Design rng_request_arbiter, sky130hd; sources not shown.
Figure 1. Met2 routing.
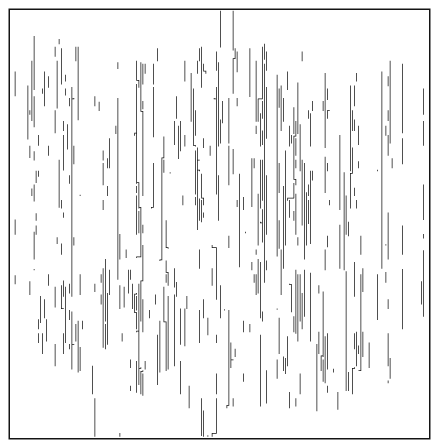
main direction = vertical
nets with wire on the layer = 261
longest straight run = 47.9 um
share of all routed wire = 46%
met2 usage: 22.2%
routed vias: 1704

Figure 2. Routing congestion.
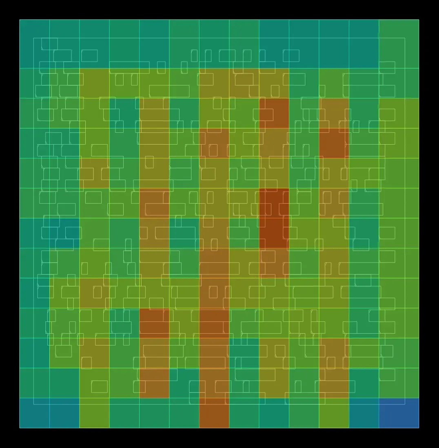
met3 GRT Util: 2.96%
GR peak layer: met2
met1 capacity usage during global routing: 16.0%
Total GRT Usage: 13.0%
Final Util: 36.8%

Figure 3. Local utilization.
Bar = 20 um. The die is cut into 9 by 9 equal tiles; dark blue is low, red is high, 0 to 100% covered.
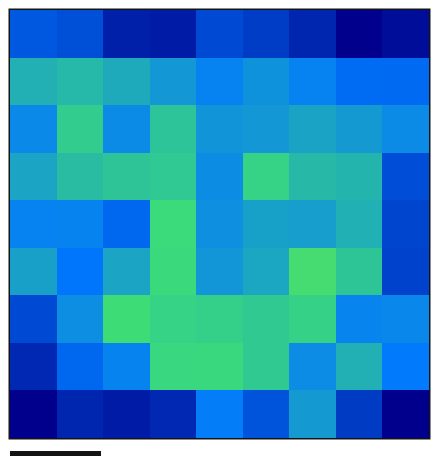
fullest tile = 51%
nearly empty tiles = 3.7%
mean over tiles = 29%
initial core utilization: 27.4%
Core Area: 7210 um2

Figure 4. M1 wires.
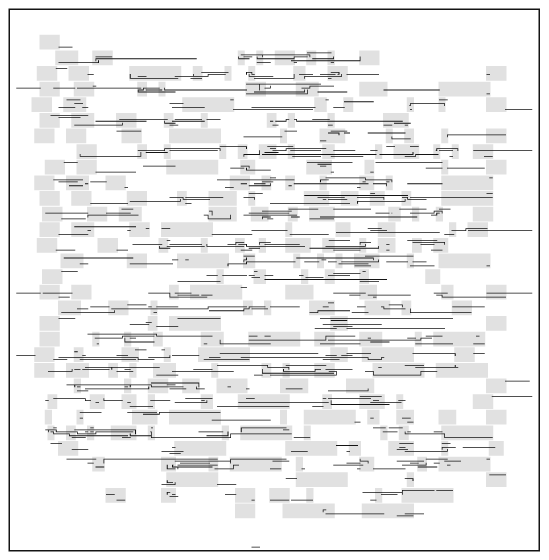
wire length on this layer = 2400 um
main direction = horizontal
longest straight run = 23.0 um
share of all routed wire = 46%
final WL: 5210 um

==> results_dict.tcl <==
# collected from the flow reports
set metrics [dict create \
    status "complete, no violations" \
    antenna_found_initial 0 \
    num_io_pins 57 \
    cp_max_fo 11 \
    vdd_drop_max_v 0.000230 \
    htree_num_levels 2 \
    power_frac_seq_pct 31.4 \
    cp_num_cells 14 \
    ys_seq_share_pct 40.5 \
    slew_violations 0 \
    worstHoldPathCells 1 \
    setup_viol_count_final 0 \
    syn_inst 210 \
    rsz0062_at_grt "no" \
    power-top-group "combinational cells" \
    drc 0 \
    power_switching_uw 616 \
    hold_slack_ps 497 \
    drv_cap 0 \
    cp_cell_sequence "inv_1 -> ha_1 -> nand3b_1 -> o21ai_1 -> a32oi_1 -> nand2b_1 -> nor2_1 -> nor2b_1 -> ha_1 -> o21ai_0 -> a21oi_1 -> o31ai_1 -> nand3_2 -> mux2_4" \
    crit_path_max_incr_delay_ps 480 \
    ys_sh_xor_pct 1.77 \
    crit_top_cell "ha_1" \
    area_growth_pct 34.3 \
    syn_area_um2 1980 \
    p_leak_nw 1.18 \
    r2r_slack_ps 700 \
    cp_num_buf_inv 1 \
    synthAoiAreaFrac_pct 13.4 \
    vias_per_cell 4.71 \
    final_hold_viol_count 0 \
    skew_ps 2.42 \
    critPathKind "flip-flop to flip-flop" \
    rows 31 \
    post-place-ws_ps 741 \
    power_clock_uw 230 \
    first_pass_iters 2 \
    cpMaxStageDelayCell "o31ai_1" \
    synthAdderAreaFrac_pct 8.73 \
    die_w_um 92 \
    place.gp.congestion 0.804 \
    clockPowerShare_pct 15.8 \
    ant_nets 0 \
    ys_warn_count 0 \
    power.density_nw_per_um2 547 \
    grt_pass1_vias 1866 \
    lay_top_cells "clkdlybuf4s50_1 (48), dfrtp_1 (32), nor2_1 (22), nand2_1 (21), inv_1 (17)" \
    simple_gate_share_pct 19.0 \
    worstMarginPinSlew_ps 555 \
    powerSeq_uw 455 \
    die_y_um 94 \
    port-buffer-count 48 \
    slew_headroom_pct 62.7 \
    synth_chip_area_um2 1980 \
    end_kind "flip-flop" \
    grt.overflow.total 0 \
    warning_count 38 \
    cts_buffers 5 \
    worstPathRequired_ps 4770 \
    clk_latency_ps 280 \
    p_comb_uw 767 \
    drt_iter0_markers 41 \
    r2r_cells 14 \
    arrival_ps 4080 \
    syn_avg_cell_area_um2 9.41 \
    grt_pass1_wl_um 9080 \
    hold_buffers 0 \
    drive_above_1_share_pct 9.89 \
    top_logic_kind "simple AND/OR/NAND/NOR gates" \
    swShare_pct 42.4 \
    grt_max_degree 33 \
]
==> area by class of cell <==
cell class	instances	area [um2]
Fill cell	833	4560
Multi-Input combinational cell	156	1080
Sequential cell	32	801
Timing Repair Buffer	50	495
Tap cell	99	124
Clock buffer	7	86.3
Inverter	17	63.8
Clock inverter	1	7.51
==> per-stage QoR <==
| stage | instance area (um2) | instances |
|---|---|---|
| after floorplan | 1980 | 212 |
| after global placement | 2560 | 354 |
| after detailed placement | 2560 | 354 |
| after CTS | 2660 | 362 |
| after global routing | 2660 | 362 |
| final | 2660 | 362 |
==> cell usage after synthesis, drive strengths merged <==
cell	number	area share, %
o21a	1	0.38
dfrtp	32	41
o221a	2	1.1
xor2	1	0.44
nor2b	3	0.95
or3b	1	0.44
a31oi	2	0.63
nand3b	1	0.38
o31ai	1	0.38
mux2i	9	4.6
and2	1	0.32
inv	17	3.2
or4	1	0.38
clkbuf	4	0.76
nor3b	3	1.1
nand2	21	4.0
o32a	1	0.51
conb	1	0.19
or4b	1	0.51
o211ai	2	1.0
and4	3	1.3
a211oi	1	0.38
and3b	1	0.44
nor2	22	4.2
mux2	11	6.5
o21ai	18	4.7
xnor2	3	1.3
nor3	6	1.5
o41a	1	0.57
and3	1	0.32
nand3	3	1.0
or3	2	0.63
nand4	1	0.32
o2bb2ai	1	0.44
buf	3	1.4
ha	13	8.2
o211a	1	0.51
nand2b	1	0.32
and4b	1	0.51
a32oi	1	0.44
nor4	1	0.32
maj3	1	0.51
a21oi	9	2.3
==> metal layers <==
metal  up-vias  wire [um]  share of wire, %  global-route usage (%)
li1        836          -                 -                       -
met1       813       2400                46                    16.0
met2        49       2420                46                    22.2
met3         6        304               5.8                    2.96
met4         0         89               1.7                    4.83
met5         -          0                 0                       0
Power figures rest on the tool's default switching activity, not on a simulated workload.
